**Run 1: congestion heat map**

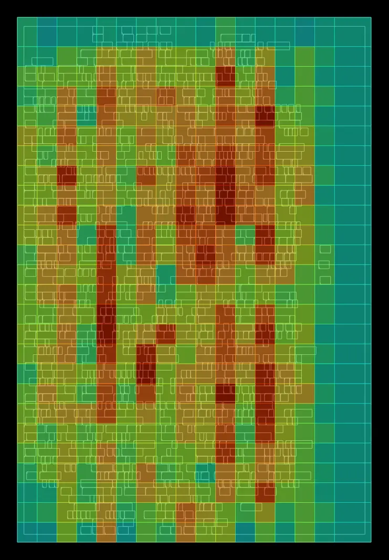
**Run 1: M3 wires**

Drawn at 2 px/um. Cells faint in the background.
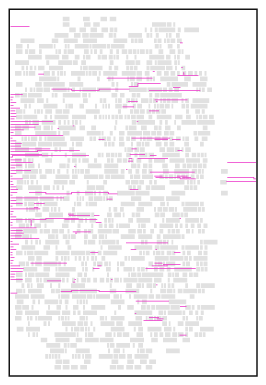
**Run 1: M2 wires**

Drawn at 2 px/um. Cells faint in the background.
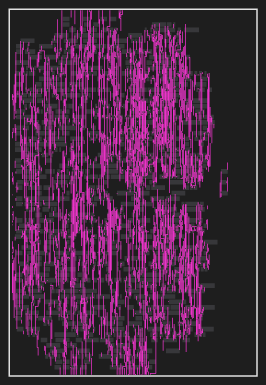
Design spi_flash_op_sequencer, sky130hd; sources not shown.
==> results.cfg, run 1 <==
; synthesis and place-and-route metrics
[timing]
fin_worst_skew_ns = 0.00865
worstMarginPinSlew_ns = 0.920
holdWs_ns = 0.454
max_freq_mhz = 325
report.final.setup_viol = 0

[worst_setup_path]
cp.required_ns = 3.51
worst_r2r_path_depth = 12
critical_path.startpoint_type = register

[placed_design]
post_dp_cell_area_mm2 = 0.00932
dp_hpwl_um = 16300
portBuffers = 117

[final_layout]
drive_above_1_share_pct = 13.6
nFillCells = 2062
num_antenna_cells = 0
syn_to_final_growth_pct = 36.9
clock_area_share_pct = 6.43

[routing]
route.layer.met1.wl_um = 9290
drt-vias-per-instance = 5.43
route.detailed.wl_per_inst_um = 16.3

[yosys]
postSynth.asyncResetShare_pct = 0
ys.flops = 151
synth.cell_area_mm2 = 0.00745
postSynthAreaPerCell_um2 = 7.70
syn-num-nets = 1048

[die]
io_pins = 118
design.die.area_mm2 = 0.0225
core_area_mm2 = 0.0210

[clock_network]
cts_inserted_buffers = 17
clkSlewWorstSetupHoldPaths_ns = 0.06
clk-insertion-delay-late_ns = 0.42
clock_tree.buffer_depth = 2

[global_route]
grt_antenna_before_repair = 0
final_global_route_overflow_total = 0
grt_start_max_net_pins = 52

[run_status]
status = completed

[power]
leakagePower_nw = 3.66
Back to the opening pictures, 'congestion heat map':
Global Route met1 Usage: 23.5%
fraction of the core area covered by cells at the end of the flow: 48.6%
most used routing layer in global routing: met2

Back to the opening pictures, 'M3 wires':
The layer holds 4.7% of the routed length. 116 nets have wire on it. The layer carries 1,080 um of wire. The wires run mostly horizontal. The longest straight run is 38.2 um.
met3 Usage GRT: 3.91%
DRT Wirelength: 23,000 um
total number of vias: 7,642

Back to the opening pictures, 'M2 wires':
The layer holds 52% of the routed length. The longest straight run is 69.0 um.
met2 Resource Use GR: 36.3%

[run 1: report_power, final]
group	switching, mW	internal [mW]	total [mW]	leakage [nW]
clock network	0.812	1.45	2.26	0.322
registers	0.0378	1.97	2.00	1.23
logic	0.235	0.198	0.434	2.11
total	1.08	3.62	4.70	3.66
[run 1: metrics by stage]
stage	setup WS, ns	utilization (%)	power [mW]	cells
after floorplan	0.00635	-	2.27	967
after global placement	0.0184	44.4	2.48	1368
after detailed placement	-0.0364	44.4	2.48	1368
after CTS	0.00313	47.6	4.75	1401
after global routing	-0.00218	48.6	4.86	1408
final	0.0690	48.6	4.70	1408
[run 1: cell usage after synthesis (all sizes together), types with 10 or more instances]
master,n,area [um2]
xnor2,15,131
inv,16,60.1
nand3,32,165
a21oi,111,559
nor2,95,357
a211oi,11,82.6
and3,11,68.8
o211ai,10,75.1
clkbuf,44,165
mux2i,19,190
or3,33,206
nor3,19,95.1
nand4,22,138
o21ai,62,310
nand2,151,567
nor4,15,100
and2,10,62.6
or4,19,143
a22oi,14,105
dfxtp,151,3020
buf,12,63.8
[run 1: cell usage in the layout, fill, tap and decap left out, drive strengths merged, types with 23 or more instances in the layout]
cell / Yosys / layout
nand2: 151 / 151
or3: 33 / 33
dfxtp: 151 / 151
nor2: 95 / 95
a21oi: 111 / 111
buf: 12 / 79
o21ai: 62 / 62
clkdlybuf4s50: 0 / 116
clkbuf: 44 / 23
nand3: 32 / 32
[run 1: logic make-up after synthesis]
| logic type | Yosys count | share of synthesized area [%] |
|---|---|---|
| and+or+nand+nor | 447 | 29.5 |
| AOI/OAI and AO/OA | 245 | 19.2 |
| DFF | 151 | 40.6 |
| buffers and inverters | 72 | 3.88 |
| xor gates and xnor gates | 24 | 2.82 |
| muxes | 19 | 2.55 |
| adders and majority gates | 9 | 1.51 |
==> inputs of run 2 (changes only) <==
CTS_CLUSTER_DIAMETER = 150   (was unset)
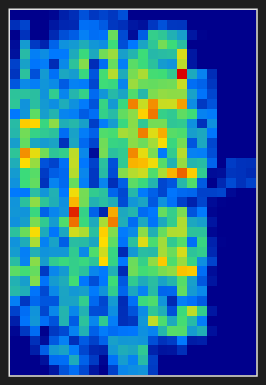
**Above:** run 2 (routed metal per tile).
Drawn at 2 px/um. 25 x 37 tiles, from dark blue (low) to red (high), scaled to the fullest tile. Values are wire area over tile area, all layers added.
18% of the tiles are over half the peak. 22% of the tiles are nearly empty. The fullest tile reaches 0.58. The mean over all tiles is 0.16.
GRT Resource Usage Total: 21.0%
average routed wire per standard cell: 16.3 um

==> run 2 against run 1 <==
Register-to-register slack about the same. Area after synthesis is the same. Power stayed put. Sequential cell count is the same. Clock skew unchanged. Worst hold slack stayed put. Via count unchanged. Core utilization is the same.
==> results.cfg, run 2 <==
; synthesis and place-and-route metrics
[die]
io_pins = 118
core_area_mm2 = 0.0210
design.die.area_mm2 = 0.0225

[final_layout]
syn_to_final_growth_pct = 36.9
final_layout_top_logic_cells = nand2_1, dfxtp_1, clkdlybuf4s50_1, a21oi_1, nor2_1
final_cells = 1408
final_common_cell = nand2_1
drive_above_1_share_pct = 13.6
num_antenna_cells = 0

[global_route]
final_global_route_overflow_total = 0
grt_start_max_net_pins = 52

[timing]
worstMarginPinSlew_ns = 0.920
report.final.setup_viol = 0
fin_worst_skew_ns = 0.00865
holdWs_ns = 0.454

[routing]
drt-vias-per-instance = 5.43
routed-via-count = 7642

[yosys]
synth.top_cell.area_share_pct = 40.6
ys_top_cells_by_count = dfxtp_1, nand2_1, a21oi_1
ys.flops = 151
postSynth.asyncResetShare_pct = 0
synth.cell_area_mm2 = 0.00745
postSynthAreaPerCell_um2 = 7.70
top_area_cell = dfxtp_1
syn-num-nets = 1048

[placed_design]
portBuffers = 117
post_dp_cell_area_mm2 = 0.00932
dpl.cell_count = 1368

[clock_network]
clkSlewWorstSetupHoldPaths_ns = 0.06
cts_inserted_buffers = 17
clock_tree.buffer_depth = 2

[run_status]
status = completed

[worst_setup_path]
critical_path.startpoint_type = register

[power]
leakagePower_nw = 3.66
run 2: tightest hold or removal path, cell delays in order (launching register included):
cell and delay [ns]:
dfxtp_1 0.31, nand2_1 0.05, a21oi_1 0.05
run 2: layout make-up:
type	count	area (um2)	area share (%)
Clock buffer	21	460	4.51
Clock inverter	11	195	1.91
Inverter	16	60.1	0.589
Multi-Input combinational cell	744	4270	41.8
Sequential cell	151	3050	29.9
Tap cell	268	335	3.29
Timing Repair Buffer	197	1830	18.0
run 2: logic make-up after synthesis:
family	count (synthesis)	synth area share, %
adders and majority gates	9	1.51
xor gates and xnor gates	24	2.82
AOI/OAI and AO/OA	245	19.2
and+or+nand+nor	447	29.5
buffers and inverters	72	3.88
DFF	151	40.6
muxes	19	2.55
run 2: layer usage:
| metal | vias up | track usage, % | part of all wire (%) |
|---|---|---|---|
| met2 | 203 | 36.3 | 52 |
| li1 | 3782 | - | - |
| met1 | 3613 | 23.5 | 40 |
| met3 | 44 | 3.91 | 4.7 |
| met4 | 0 | 8.23 | 2.8 |
| met5 | - | - | 0 |
run 2: metrics by stage:
stage	utilization (%)	setup slack (ns)	setup TNS, ns
5_1_grt	48.6	-0.00218	-0.00218
4_1_cts	47.6	0.00313	0
6_report	48.6	0.0690	0
3_3_place_gp	44.4	0.0184	0
3_5_place_dp	44.4	-0.0364	-0.207
2_1_floorplan	-	0.00635	0
run 2: what timing repair did:
action | in CTS | in global routing
gates resized | 2 | 38
endpoints found under the setup margin | 8 | 36
pin swaps | 1 | 17
buffers inserted | 1 | 4
cloned | 0 | 3
run 2: power breakdown:
| group | switching (mW) | total, mW | internal, mW |
|---|---|---|---|
| Sequential | 0.0378 | 2.00 | 1.97 |
| Combinational | 0.235 | 0.434 | 0.198 |
| Clock | 0.812 | 2.26 | 1.45 |
Power figures rest on the tool's default switching activity, not on a simulated workload.
